<file path="config.mk">
export PLATFORM = sky130hd
export DESIGN_NAME = elite_tracker
export DESIGN_NICKNAME = d
export VERILOG_FILES = /design/src/rtl/ga_pkg.sv /design/src/rtl/elite_tracker.sv
export SDC_FILE = /design/constraint.sdc
export NUM_CORES = 1
export LEC_CHECK = 0
export CAP_MARGIN = 20
export CORE_MARGIN = 3
export CORE_UTILIZATION = 45
export DETAILED_ROUTE_END_ITERATION = 8
export GPL_ROUTABILITY_DRIVEN = 1
export PLACE_DENSITY = 0.78
export SLEW_MARGIN = 40
export SYNTH_ARGS = -nofsm -noshare
export SYNTH_HDL_FRONTEND = slang
export SYNTH_SLANG_ARGS = --single-unit
</file>
<file path="constraint.sdc">
create_clock -name clk -period 1.9 [get_ports clk]
set_input_delay 0.38 -clock clk [delete_from_list [all_inputs] [get_ports clk]]
set_output_delay 0.38 -clock clk [all_outputs]
set_load 0.02 [all_outputs]
</file>
<file path="src/rtl/ga_pkg.sv">
// ============================================================================
// Module      : ga_pkg
// Description : Shared GA types and defaults (fitness calculator, elite tracker)
// Revision    : 1.0 - initial release
// ============================================================================
`default_nettype none

package ga_pkg;

    localparam int C_POP_SIZE = 16;
    localparam int C_FIT_W    = 5;

    typedef logic [C_FIT_W-1:0] fitness_t;

    typedef enum logic [1:0] {
        ST_IDLE    = 2'd0,
        ST_COLLECT = 2'd1,
        ST_DONE    = 2'd2
    } state_t;

endpackage

`default_nettype wire

</file>
<file path="src/rtl/elite_tracker.sv">
// ============================================================================
// Module      : elite_tracker
// Description : Tracks the two lowest-fitness individuals of each generation
// Revision    : 1.0 - initial release
// ============================================================================
`default_nettype none

module elite_tracker
    import ga_pkg::*;
#(
    parameter  int POP_SIZE = C_POP_SIZE,
    parameter  int FIT_W    = C_FIT_W,
    localparam int IDX_W    = (POP_SIZE > 1) ? $clog2(POP_SIZE) : 1
) (
    input  logic             clk,
    input  logic             rst,
    input  logic             gen_start,
    input  logic             fit_valid,
    input  logic [FIT_W-1:0] fitness,
    output logic             busy,
    output logic [IDX_W-1:0] ind_idx,
    output logic [IDX_W-1:0] best_idx,
    output logic [FIT_W-1:0] best_fit,
    output logic [IDX_W-1:0] second_idx,
    output logic [FIT_W-1:0] second_fit,
    output logic             gen_done,
    output logic             solved,
    output logic [15:0]      generation
);

    localparam logic [IDX_W-1:0] c_last_idx = IDX_W'(POP_SIZE - 1);
    localparam logic [FIT_W-1:0] c_fit_max  = '1;

    state_t           r_state;
    logic [IDX_W-1:0] r_ind_idx;
    logic [IDX_W-1:0] r_best_idx;
    logic [FIT_W-1:0] r_best_fit;
    logic [IDX_W-1:0] r_second_idx;
    logic [FIT_W-1:0] r_second_fit;
    logic             r_gen_done;
    logic             r_solved;
    logic [15:0]      r_generation;

    logic w_beats_best;
    logic w_beats_second;
    logic w_last;

    // Strict compares: an equal later fitness never displaces an earlier index
    assign w_beats_best   = (fitness < r_best_fit);
    assign w_beats_second = (fitness < r_second_fit);
    assign w_last         = (r_ind_idx == c_last_idx);

    always_ff @(posedge clk or posedge rst) begin
        if (rst) begin
            r_state      <= ST_IDLE;
            r_ind_idx    <= '0;
            r_best_idx   <= '0;
            r_best_fit   <= c_fit_max;
            r_second_idx <= '0;
            r_second_fit <= c_fit_max;
            r_gen_done   <= 1'b0;
            r_solved     <= 1'b0;
            r_generation <= '0;
        end else begin
            r_gen_done <= 1'b0;
            if (gen_start) begin
                // A new generation wins over any coincident fitness sample
                r_state      <= ST_COLLECT;
                r_ind_idx    <= '0;
                r_best_idx   <= '0;
                r_best_fit   <= c_fit_max;
                r_second_idx <= '0;
                r_second_fit <= c_fit_max;
                r_solved     <= 1'b0;
            end else begin
                case (r_state)
                    ST_COLLECT: begin
                        if (fit_valid) begin
                            if (w_beats_best) begin
                                r_second_idx <= r_best_idx;
                                r_second_fit <= r_best_fit;
                                r_best_idx   <= r_ind_idx;
                                r_best_fit   <= fitness;
                            end else if (w_beats_second) begin
                                r_second_idx <= r_ind_idx;
                                r_second_fit <= fitness;
                            end
                            if (fitness == '0) begin
                                r_solved <= 1'b1;
                            end
                            if (w_last) begin
                                r_state      <= ST_DONE;
                                r_gen_done   <= 1'b1;
                                r_generation <= r_generation + 16'd1;
                            end else begin
                                r_ind_idx <= r_ind_idx + 1'b1;
                            end
                        end
                    end
                    ST_DONE: r_state <= ST_IDLE;
                    default: r_state <= ST_IDLE;
                endcase
            end
        end
    end

    assign busy       = (r_state == ST_COLLECT);
    assign ind_idx    = r_ind_idx;
    assign best_idx   = r_best_idx;
    assign best_fit   = r_best_fit;
    assign second_idx = r_second_idx;
    assign second_fit = r_second_fit;
    assign gen_done   = r_gen_done;
    assign solved     = r_solved;
    assign generation = r_generation;

endmodule

`default_nettype wire

</file>
==> job_summary.md, run 1 <==
## Synthesis and layout report

| Metric | Value |
|---|---|
| Worst relative slew slack | 74.2% |
| Area taken by flip-flops and latches | 0.00106 sq mm |
| Grt ovf | 0 |
| Status | finished with violations |
| 1st-pass router iterations | 4 |
| Synth Instances | 214 |
| Cells in synth_stat.txt | 214 |
| Slowest CP cell | dfstp_2 |
| RSZ-0062 raised after global routing | yes |
| Die H | 76.3 um |
| Logic area | 0.00134 sq mm |
| Most common logic cells in the final layout | 42 x clkdlybuf4s50_1, 32 x dfrtp_1, 31 x buf_4 |
| Post-route ant nets | 0 |
| Avg WL per Cell | 16.0 um |
| Number of enable flip-flop cells | 0 |
| Seq share, synth | 47.8% |
| Post-synth ARST share | 100% |
| Simple-gate share of the synthesized area | 18.1% |
| Die area | 0.00582 sq mm |
| Iteration-0 DRC Markers | 89 |
| Ys flops | 42 |
| Total power draw | 2.47 mW |
| F_max | 501 MHz |
| Fin nets | 321 |
| Met1 GRT Util | 26.0% |
| Drt drc | 0 |
| Site row count | 24 |
| CTS tree | built |
| Share of the synthesized area in the top cell type | 36.0% |
| Core area | 0.00456 sq mm |
| Vias in the first global route | 2027 |
| Largest net degree at the start of global routing | 43 |
| Max clock buf depth | 2 |
| Hpwl dp | 3920 um |
| Dpl ws | -420 ps |
| WP data arrival | 2230 ps |
| Adder share | 5.63% |
| Worst-path clk slew | 80 ps |
| Initial antenna violation count | 0 |
| Distinct lib cells | 44 |
| M1 WL | 2680 um |
| N_diodes | 0 |
| Area of the mapped netlist | 0.00222 sq mm |
| Final hold vios | 0 |
| Most numerous logic cell after layout | clkdlybuf4s50_1 |
| Area grow syn2layout | 54.5% |
| Met3 routed WL | 327 um |
| Yosys warning tally | 0 |
| Worst r2r src | best_fit[2] |
| Synth Area in Compound Gates | 15.3% |
| LEAKAGE | 1.54 nW |
| Pins Over Slew Limit | 0 |
| Dominant comb cell | simple AND/OR/NAND/NOR gates |
| Critical Path Max Stage Delay | 560 ps |
| Reg-to-reg setup timing slack | -90 ps |
| Die width | 76.3 um |
| Max_cap viols | 0 |
| Vias/cell | 5.43 |
| Pwr dens | 720 mW/mm^2 |
| Worst setup margin | -94.0 ps |
| Fillers | 316 |
| CP Data Required Time | 2130 ps |
| Worst-Margin Slew | 385 ps |
| Clk root buf | clkbuf_8 |
| Placed Area | 0.00308 sq mm |
| Floorplan core density | 48.7% |
| CP Capture Type | flop |
| Cells along the critical path | inv_2, ha_4, a21o_1, a31o_4, a21boi_4, buf_12, buf_6, nor3_2, o21ai_1 |
| # IOs | 50 |
| IO Port Bufs | 49 |
| CTS H-Tree Depth | 2 |
| Max reg flops | 16 |
| Tool warnings | 29 |
| Final worst path period share | 105% |
| WL final | 5900 um |
| Syn nets | 233 |
| Crit start category | flop |
| M2 GR Usage | 34.6% |
| Chip Area, Yosys | 0.00222 sq mm |
| CP Max Fanout | 4 |
| Yosys xor share | 7.09% |
| Reg2Reg Depth | 9 |
| Dominant flop cell | dfrtp_1 |
| Global-route wire length before repair | 9850 um |
| Inserted Clock Buffers | 5 |
| Worst min-delay path category | input port to async pin |
| Mux cell area share | 2.76% |
| Via count | 1998 |
| Ratio of cells with drive above 1 in the final layout | 38.9% |
| Max VDD drop | 0.317 mV |
| GPL Wtd Cong | 0.809 |
| Clock Sinks | 42 |
| GRT Max-Usage Layer | met2 |
| GRT Util Overall | 20.6% |
| Setup tns final | -998 ps |
| Final setup vio count | 17 |
| Reg2reg end | second_fit[3] |
| Setup Crit Path Kind | flop to flop |
| Cell area leaders | dfrtp_1 36%, dfstp_2 12%, ha_1 5.6%, nand2_1 4.6%, xnor2_1 3.9% |
| Top cells by count | 32 x dfrtp_1, 27 x nand2_1, 12 x nor2_1, 12 x nor3_1, 11 x inv_1 |
| Cell type with the largest total area | dfrtp_1 |
| Final design area excluding fillers | 0.00344 sq mm |
| Yosys top cell by instances | dfrtp_1 |
| Tmin final | 1990 ps |
| Top sig layer | met4 |
| M3 GR Usage | 4.96% |
| Syn Area/Cell | 10.4 sq um |
| Met2 wire length | 2790 um |
| Violated checks | setup timing |
| Final Core Density | 75.3% |
[run 1: power breakdown]
| group | switching, mW | total (mW) | leakage, nW | internal (mW) |
|---|---|---|---|---|
| combinational | 0.456 | 0.862 | 0.953 | 0.407 |
| clock | 0.315 | 0.607 | 0.0472 | 0.292 |
| sequential | 0.0410 | 1.00 | 0.544 | 0.962 |
| total | 0.812 | 2.47 | 1.54 | 1.66 |
[run 1: worst max-delay path: cells and delay by family (launching register included)]
family | cells | cell delay (ps)
adders and majority gates | 1 | 210
buffers and inverters | 3 | 310
AOI/OAI and AO/OA | 4 | 790
DFF | 1 | 560
and+or+nand+nor | 1 | 50
[run 1: worst max path at each step]
| stage | startpoint | end | slack, ps | cells past startpoint |
|---|---|---|---|---|
| floorplan | best_fit[2] | second_idx[1] | -60 | 8 |
| global placement | fitness[2] | second_fit[0] | -390 | 7 |
| detailed placement | fitness[2] | second_idx[2] | -420 | 8 |
| CTS | best_fit[2] | second_idx[1] | -30 | 8 |
| global route | best_fit[2] | second_fit[3] | -180 | 9 |
| finish | best_fit[2] | second_fit[3] | -90 | 9 |
[run 1: cell type report]
class                      instances  area share, %
clock buffer                       6           2.40
clock inverter                     2          0.364
inverter                          11           1.20
multi-input combinational        155           38.9
sequential                        42           31.0
tap                               65           2.37
timing repair buffer              87           23.8
[run 1: repair_timing]
action,4_1_cts,5_1_grt
pin swaps,10,13
hold buffers,0,0
cloned,1,0
setup buffers,4,0
setup endpoints to repair,22,18
resized,40,23
[run 1: metrics by stage]
step	cells	hold WS (ps)
2_1_floorplan	214	496
3_3_place_gp	355	461
3_5_place_dp	355	465
4_1_cts	368	457
5_1_grt	368	474
6_report	368	455
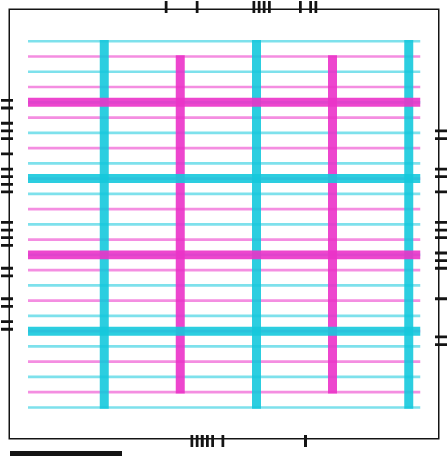
*Power grid, run 1*
Scale bar: 20 um. Pins as bars on the die edge.
legend:
  magenta:
    net: VDD
  cyan:
    net: VSS
met5 straps: 4
met1 rails: 25
met4 straps: 5
signal pins: 50
rows: 24

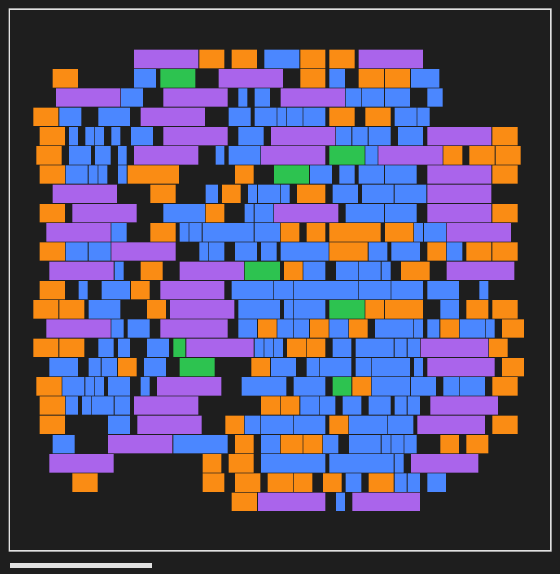
*Placed cells, one colour a class, run 1*
Scale bar: 20 um.
legend:
  blue:
    class: all other logic
    cells: 166
    share_of_their_area: 41%
  green:
    class: clock drivers and dummy loads
    cells: 8
    share_of_their_area: 2.8%
  purple:
    class: flops
    cells: 42
    share_of_their_area: 32%
  orange:
    class: other buffers and delay cells
    cells: 87
    share_of_their_area: 24%

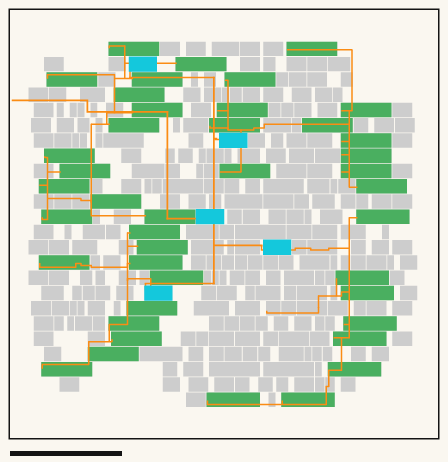
*Clock distribution, run 1*
Scale bar: 20 um.
legend:
  green:
    item: flip-flops
    count: 42
  cyan:
    item: cells driving clock nets
    count: 5
  orange:
    item: clock wires
    length: 498 um
flops lie: all over the die
Clock power frac: 24.6%
Clk power: 0.607 mW
clk_skew: 8.98 ps
clk_lat worst skew: 300 ps

## Run 2: what changed since run 1
- CORE_UTILIZATION: 45 -> 54
- CTS_CLUSTER_DIAMETER: unset -> 150
- GPL_TIMING_DRIVEN: unset -> 0
- PLACE_DENSITY: 0.78 -> 0.87
- clock period: 1.9 -> 2.5 ns (I/O delays scaled with it)
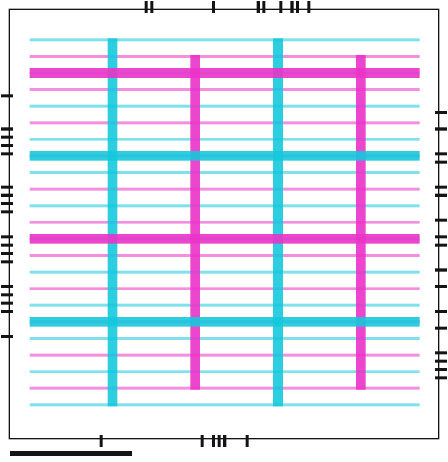
*Power grid, run 2*
Scale bar: 20 um. Pins as bars on the die edge.
legend:
  magenta:
    net: VDD
  cyan:
    net: VSS
met1 rails: 23
met5 straps: 4
met4 straps: 4
rows: 22
signal pins: 50
core area: 0.00383 sq mm
Max VDD drop: 0.368 mV
die width: 70.2 um
Die H: 70.2 um

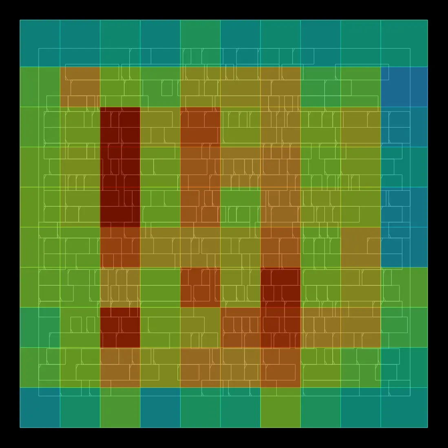
*Routing congestion map, run 2*
Final Core Density: 74.6%
Avg WL per Cell: 15.1 um
met1 GRT Util: 26.3%

==> run 2 against run 1 <==
The flow now finishes without violations. Core utilization is 0.72 points lower. Design area decreased by 17%. Routed wire length decreased by 18%. First-iteration DRC count is 18% higher. Sequential power down 24%. Critical path depth down 1.
==> job_summary.md, run 2 <==
## Synthesis and layout report

| Metric | Value |
|---|---|
| Status | finished clean |
| Cell type with the largest total area | dfrtp_1 |
| Via count | 1809 |
| Seq share, synth | 47.8% |
| Worst Path Buf+Inv | 2 |
| CP Max Fanout | 10 |
| Pwr dens | 566 mW/mm^2 |
| Fin nets | 288 |
| IO Port Bufs | 48 |
| Setup tns final | 0 ps |
| Worst path depth | 8 |
| Final hold vios | 0 |
| Max reg flops | 16 |
| # IOs | 50 |
| Worst-path clk slew | 80 ps |
| Number of enable flip-flop cells | 0 |
| Final worst path period share | 95.4% |
| Worst setup path end | second_idx[1] |
| CP Data Required Time | 2720 ps |
| Largest net degree at the start of global routing | 43 |
| F_max | 420 MHz |
| Post-synth ARST share | 100% |
| N_diodes | 0 |
| Vias in the first global route | 1855 |
| Tool warnings | 26 |
| GPL Wtd Cong | 0.799 |
| Critical Path Max Stage Delay | 530 ps |
| Pins Over Slew Limit | 0 |
| Yosys top cell by instances | dfrtp_1 |
| Worst relative slew slack | 68.0% |
| Yosys warning tally | 0 |
| Clk root buf | clkbuf_8 |
| Reg-to-reg setup timing slack | 300 ps |
| Global-route wire length before repair | 8340 um |
| Worst r2r src | best_fit[4] |
| Area of the mapped netlist | 0.00222 sq mm |
| RSZ-0062 raised after global routing | no |
| Dpl ws | -168 ps |
| Vias/cell | 5.69 |
| Cells in synth_stat.txt | 214 |
| Area grow syn2layout | 28.3% |
| Syn nets | 233 |
| Clk_skew | 8.77 ps |
| Chip Area, Yosys | 0.00222 sq mm |
| Dominant flop cell | dfrtp_1 |
| Worst-Margin Slew | 481 ps |
| Die area | 0.00492 sq mm |
| Inserted Clock Buffers | 5 |
| Hpwl dp | 3580 um |
| Grt ovf | 0 |
| Top cells by count | 32 x dfrtp_1, 27 x nand2_1, 12 x nor2_1, 12 x nor3_1, 11 x inv_1 |
| Setup Crit Path Kind | input port to flop |
| Tmin final | 2380 ps |
| Post-CTS Setup Inserts | 0 |
| WP data arrival | 2600 ps |
| Floorplan core density | 58.1% |
| Worst min-delay path category | flop to flop |
| Ratio of cells with drive above 1 in the final layout | 13.7% |
| Initial antenna violation count | 0 |
| Max_cap viols | 0 |
| Crit start category | input port |
| CP Capture Type | flop |
| Reg2Reg Depth | 8 |
| LEAKAGE | 1.30 nW |
| Most numerous logic cell after layout | clkdlybuf4s50_1 |
| Fillers | 293 |
| Cell area leaders | dfrtp_1 36%, dfstp_2 12%, ha_1 5.6%, nand2_1 4.6%, xnor2_1 3.9% |
| Worst setup margin | 116 ps |
| Cells along the critical path | clkdlybuf4s50_1, ha_1, a21o_1, nor2_1, a21boi_4, buf_4, nor3_1, a211oi_2 |
| Fin Hold WS | 490 ps |
| Most common logic cells in the final layout | 48 x clkdlybuf4s50_1, 32 x dfrtp_1, 27 x nand2_1 |
| 1st-pass router iterations | 4 |
| Share of the synthesized area in the top cell type | 36.0% |
| Syn Area/Cell | 10.4 sq um |
| Distinct lib cells | 44 |
| Ys flops | 42 |
| GRT Util Overall | 21.0% |
| Iteration-0 DRC Markers | 105 |
| Post-route ant nets | 0 |
| Clock Sinks | 42 |
| CTS Hold Bufs | 0 |
| Final setup vio count | 0 |
| CP delay by family, top | buffers and inverters |
| Reg2reg end | second_idx[1] |
| Max clock buf depth | 2 |
| Slowest CP cell | clkdlybuf4s50_1 |
| CTS tree | built |
| Drt drc | 0 |
| Crit path from | fitness[4] |
| Placed Area | 0.00277 sq mm |
| Cts repair resizes | 0 |
| Synth Instances | 214 |
| Clk_lat worst skew | 300 ps |
| CTS H-Tree Depth | 2 |
| WL final | 4810 um |
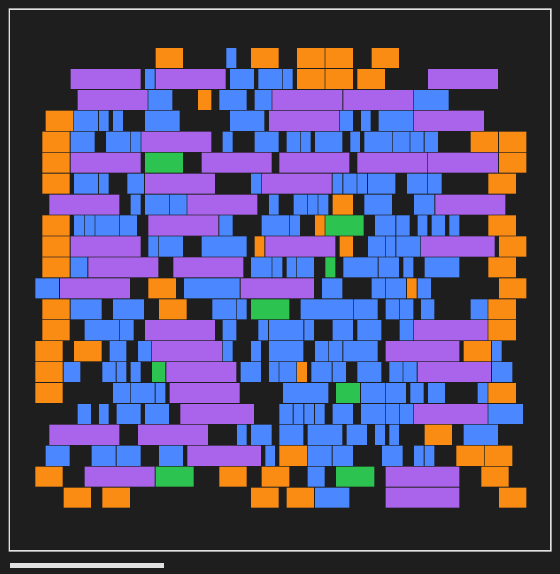
*Placed cells, one colour a class, run 2*
Scale bar: 20 um.
legend:
  blue:
    class: all other logic
    cells: 165
    share_of_their_area: 40%
  purple:
    class: flops
    cells: 42
    share_of_their_area: 38%
  green:
    class: clock drivers and dummy loads
    cells: 8
    share_of_their_area: 3.1%
  orange:
    class: other buffers and delay cells
    cells: 55
    share_of_their_area: 18%
flop share of the area: 37.3%
final design area excluding fillers: 0.00285 sq mm
site row count: 22

==> run 2: routing by layer <==
metal / share of wire (%) / routed length, um / track usage, %
met5: 0 / 0 / 0
met4: 1.7 / 80 / 7.02
met3: 6.3 / 304 / 6.47
met2: 48 / 2320 / 34.5
met1: 44 / 2110 / 26.3
==> run 2: worst min path at each step <==
stage	from	endpoint	slack [ps]	cells after the start
2_1_floorplan	best_fit[0]	best_fit[0]	530	2
3_3_place_gp	generation[15]	generation[15]	460	1
3_5_place_dp	generation[15]	generation[15]	470	1
4_1_cts	generation[15]	generation[15]	490	1
5_1_grt	generation[15]	generation[15]	500	1
6_report	generation[15]	generation[15]	490	1
==> run 2: cell families after synthesis <==
kind of cell,after synthesis,synth area share (%)
simple gates,76,18.1
compound gates,44,15.3
flops,42,47.8
xor+xnor,18,7.09
buf+inv,18,3.32
fa+ha+maj,10,5.63
mux,6,2.76
==> run 2: power breakdown <==
part           leakage, nW  total (mW)  internal, mW  switching, mW
sequential           0.544       0.760         0.731         0.0287
clock               0.0452       0.434         0.197          0.237
combinational        0.709       0.422         0.179          0.243
==> run 2: metrics by stage <==
step / power [mW] / cells
6_report: 1.62 / 318
5_1_grt: 1.70 / 318
4_1_cts: 1.62 / 318
3_5_place_dp: 1.20 / 310
3_3_place_gp: 1.18 / 310
2_1_floorplan: 1.05 / 214
==> run 2: final cells by class <==
cell class / count / area, sq um / area share, %
inverter: 11 / 43.8 / 1.54
tap: 48 / 60.1 / 2.11
buffer: 7 / 32.5 / 1.14
clock inverter: 2 / 13.8 / 0.482
timing repair buffer: 48 / 480 / 16.8
clock buffer: 6 / 72.6 / 2.54
multi-input combinational: 154 / 1090 / 38.1
sequential: 42 / 1060 / 37.3
## Run 3: what changed since run 2
- CORE_MARGIN: 3 -> 1
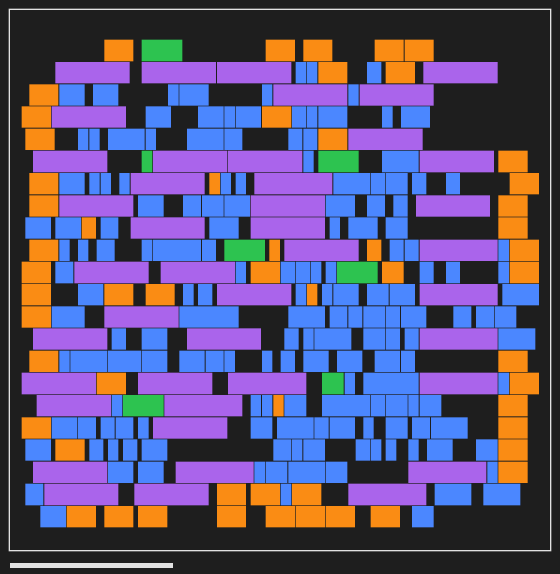
*Placed cells, one colour a class, run 3*
Scale bar: 20 um.
legend:
  blue:
    class: all other logic
    cells: 165
    share_of_their_area: 41%
  green:
    class: clock drivers and dummy loads
    cells: 7
    share_of_their_area: 2.9%
  orange:
    class: other buffers and delay cells
    cells: 55
    share_of_their_area: 18%
  purple:
    class: flops
    cells: 42
    share_of_their_area: 38%
final design area excluding fillers: 0.00285 sq mm
flop share of the area: 37.4%
core area: 0.00380 sq mm
Final Core Density: 74.9%

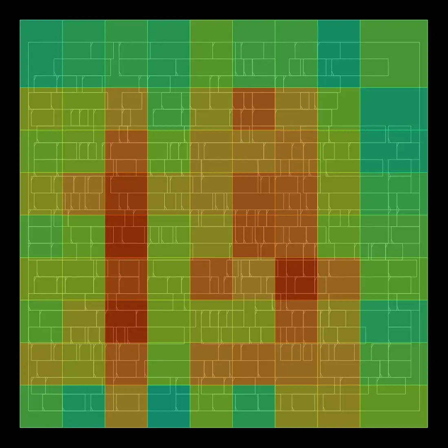
*Routing congestion map, run 3*
met1 GRT Util: 29.6%
M2 GR Usage: 42.3%
GRT Util Overall: 24.1%
GRT Max-Usage Layer: met2
M3 GR Usage: 4.48%

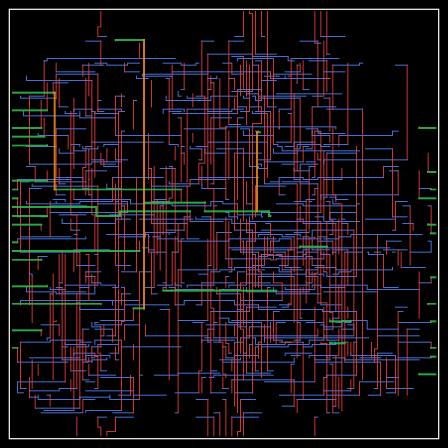
*Metal layers overlaid, run 3*
legend:
  orange:
    layer: met4
    wire_length: 68.7 um
  blue:
    layer: met1
    wire_length: 2100 um
  green:
    layer: met3
    wire_length: 209 um
  red:
    layer: met2
    wire_length: 2330 um
Avg WL per Cell: 14.8 um
WL final: 4700 um
via count: 1778

==> run 3 against run 2 <==
Sequential share of layout area grew 0.082 points. Design area shrank 0.22%. Via count shrank 1.7%. Clock-buffer cell count is the same. Flip-flop count is the same. Non-clock buffer count is the same. Combinational power is essentially flat. Worst hold slack lost 7.6 ps. Clock skew shrank 5.3 ps. Final cell count shrank 0.31%. Critical path depth is the same. Critical endpoint is now best_idx[3]. Highest routed layer unchanged.
==> job_summary.md, run 3 <==
## Synthesis and layout report

| Metric | Value |
|---|---|
| Status | finished clean |
| Distinct lib cells | 44 |
| CTS tree | built |
| Yosys top cell by instances | dfrtp_1 |
| Ys flops | 42 |
| WP data arrival | 2560 ps |
| Area taken by flip-flops and latches | 0.00106 sq mm |
| Number of enable flip-flop cells | 0 |
| Post-CTS Setup Inserts | 0 |
| Clk root buf | clkbuf_8 |
| Worst min-delay path category | flop to flop |
| Reg2Reg Depth | 8 |
| Crit path from | fitness[2] |
| Combinational power share | 26.5% |
| Max reg flops | 16 |
| Setup Crit Path Kind | input port to flop |
| Worst-Margin Slew | 498 ps |
| Hold endpoint | generation[15] |
| Area grow syn2layout | 28.0% |
| Inserted Clock Buffers | 5 |
| Cell area leaders | dfrtp_1 36%, dfstp_2 12%, ha_1 5.6%, nand2_1 4.6%, xnor2_1 3.9% |
| CP Capture Type | flop |
| CTS H-Tree Depth | 2 |
| Ratio of cells with drive above 1 in the final layout | 13.4% |
| Max_cap viols | 0 |
| Logic area | 0.00109 sq mm |
| Reg power frac | 47.6% |
| Initial antenna violation count | 0 |
| # IOs | 50 |
| Vias/cell | 5.61 |
| Syn Area/Cell | 10.4 sq um |
| Hold_sp | generation[15] |
| Site row count | 22 |
| Final worst path period share | 94.0% |
| Most common logic cells in the final layout | 48 x clkdlybuf4s50_1, 32 x dfrtp_1, 27 x nand2_1 |
| Seq share, synth | 47.8% |
| Clk_lat worst skew | 290 ps |
| Crit start category | input port |
| Synth Instances | 214 |
| Dpl ws | -124 ps |
| IO Port Bufs | 48 |
| 1st-pass router iterations | 4 |
| Die area | 0.00438 sq mm |
| Worst r2r src | best_fit[2] |
| GPL Wtd Cong | 0.830 |
| Worst setup margin | 150 ps |
| RSZ-0062 raised after global routing | no |
| Clock Sinks | 42 |
| Top cells by count | 32 x dfrtp_1, 27 x nand2_1, 12 x nor2_1, 12 x nor3_1, 11 x inv_1 |
| Pint | 1.10 mW |
| Area of the mapped netlist | 0.00222 sq mm |
| Floorplan core density | 58.5% |
| CP Max Fanout | 10 |
| N_diodes | 0 |
| Post-route ant nets | 0 |
| CP delay by family, top | AND-OR/OR-AND gates |
| Final hold vios | 0 |
| Cells along the critical path | clkdlybuf4s50_1, ha_1, a21o_1, a31o_2, a21boi_4, buf_2, nand2_1, a21oi_1 |
| Critical Path Max Stage Delay | 510 ps |
| Cells in synth_stat.txt | 214 |
| Worst relative slew slack | 66.8% |
| Grt ovf | 0 |
| Worst Path Buf+Inv | 2 |
| Switching share of power | 31.0% |
| Dominant flop cell | dfrtp_1 |
| LEAKAGE | 1.29 nW |
| Die H | 66.2 um |
run 3: cell counts after synthesis:
Identical to the previous run, type by type.
run 3: how the worst max path moves through the flow:
stage	end	cells after the start
global route	second_fit[4]	8
floorplan	second_idx[1]	8
finish	best_idx[3]	8
detailed placement	second_idx[2]	7
CTS	best_idx[3]	8
global placement	second_fit[4]	7
run 3: cell families (layout without fill, tap and decap cells):
| family | Yosys count | after routing | synth area share, % |
|---|---|---|---|
| flops | 42 | 42 | 47.8 |
| xor+xnor | 18 | 18 | 7.09 |
| fa+ha+maj | 10 | 10 | 5.63 |
| mux | 6 | 6 | 2.76 |
| buf+inv | 18 | 73 | 3.32 |
| compound gates | 44 | 44 | 15.3 |
| simple gates | 76 | 76 | 18.1 |
run 3: power groups by stage:
stage | Sequential (mW) | Combinational [mW] | Clock, mW
after floorplan | 0.814 | 0.236 | 0
after global placement | 0.771 | 0.410 | 0
after detailed placement | 0.773 | 0.421 | 0
after CTS | 0.760 | 0.422 | 0.425
after global routing | 0.764 | 0.464 | 0.451
final | 0.760 | 0.422 | 0.413
run 3: layout make-up:
class | instances | share of cell area [%]
timing repair buffer | 48 | 16.9
buffer | 7 | 1.14
multi-input combinational | 154 | 38.2
tap | 48 | 2.11
inverter | 11 | 1.54
clock buffer | 6 | 2.55
sequential | 42 | 37.4
clock inverter | 1 | 0.264
run 3: routing by layer:
layer | global-route usage, % | part of all wire, %
met1 | 29.6 | 45
met2 | 42.3 | 49
met3 | 4.48 | 4.4
met4 | 7.98 | 1.4
met5 | 0 | 0
run 3: per-stage QoR:
step	hold WS (ps)	power [mW]
finish	482	1.59
CTS	480	1.61
global route	500	1.68
global placement	461	1.18
floorplan	528	1.05
detailed placement	466	1.19
Power figures rest on the tool's default switching activity, not on a simulated workload.
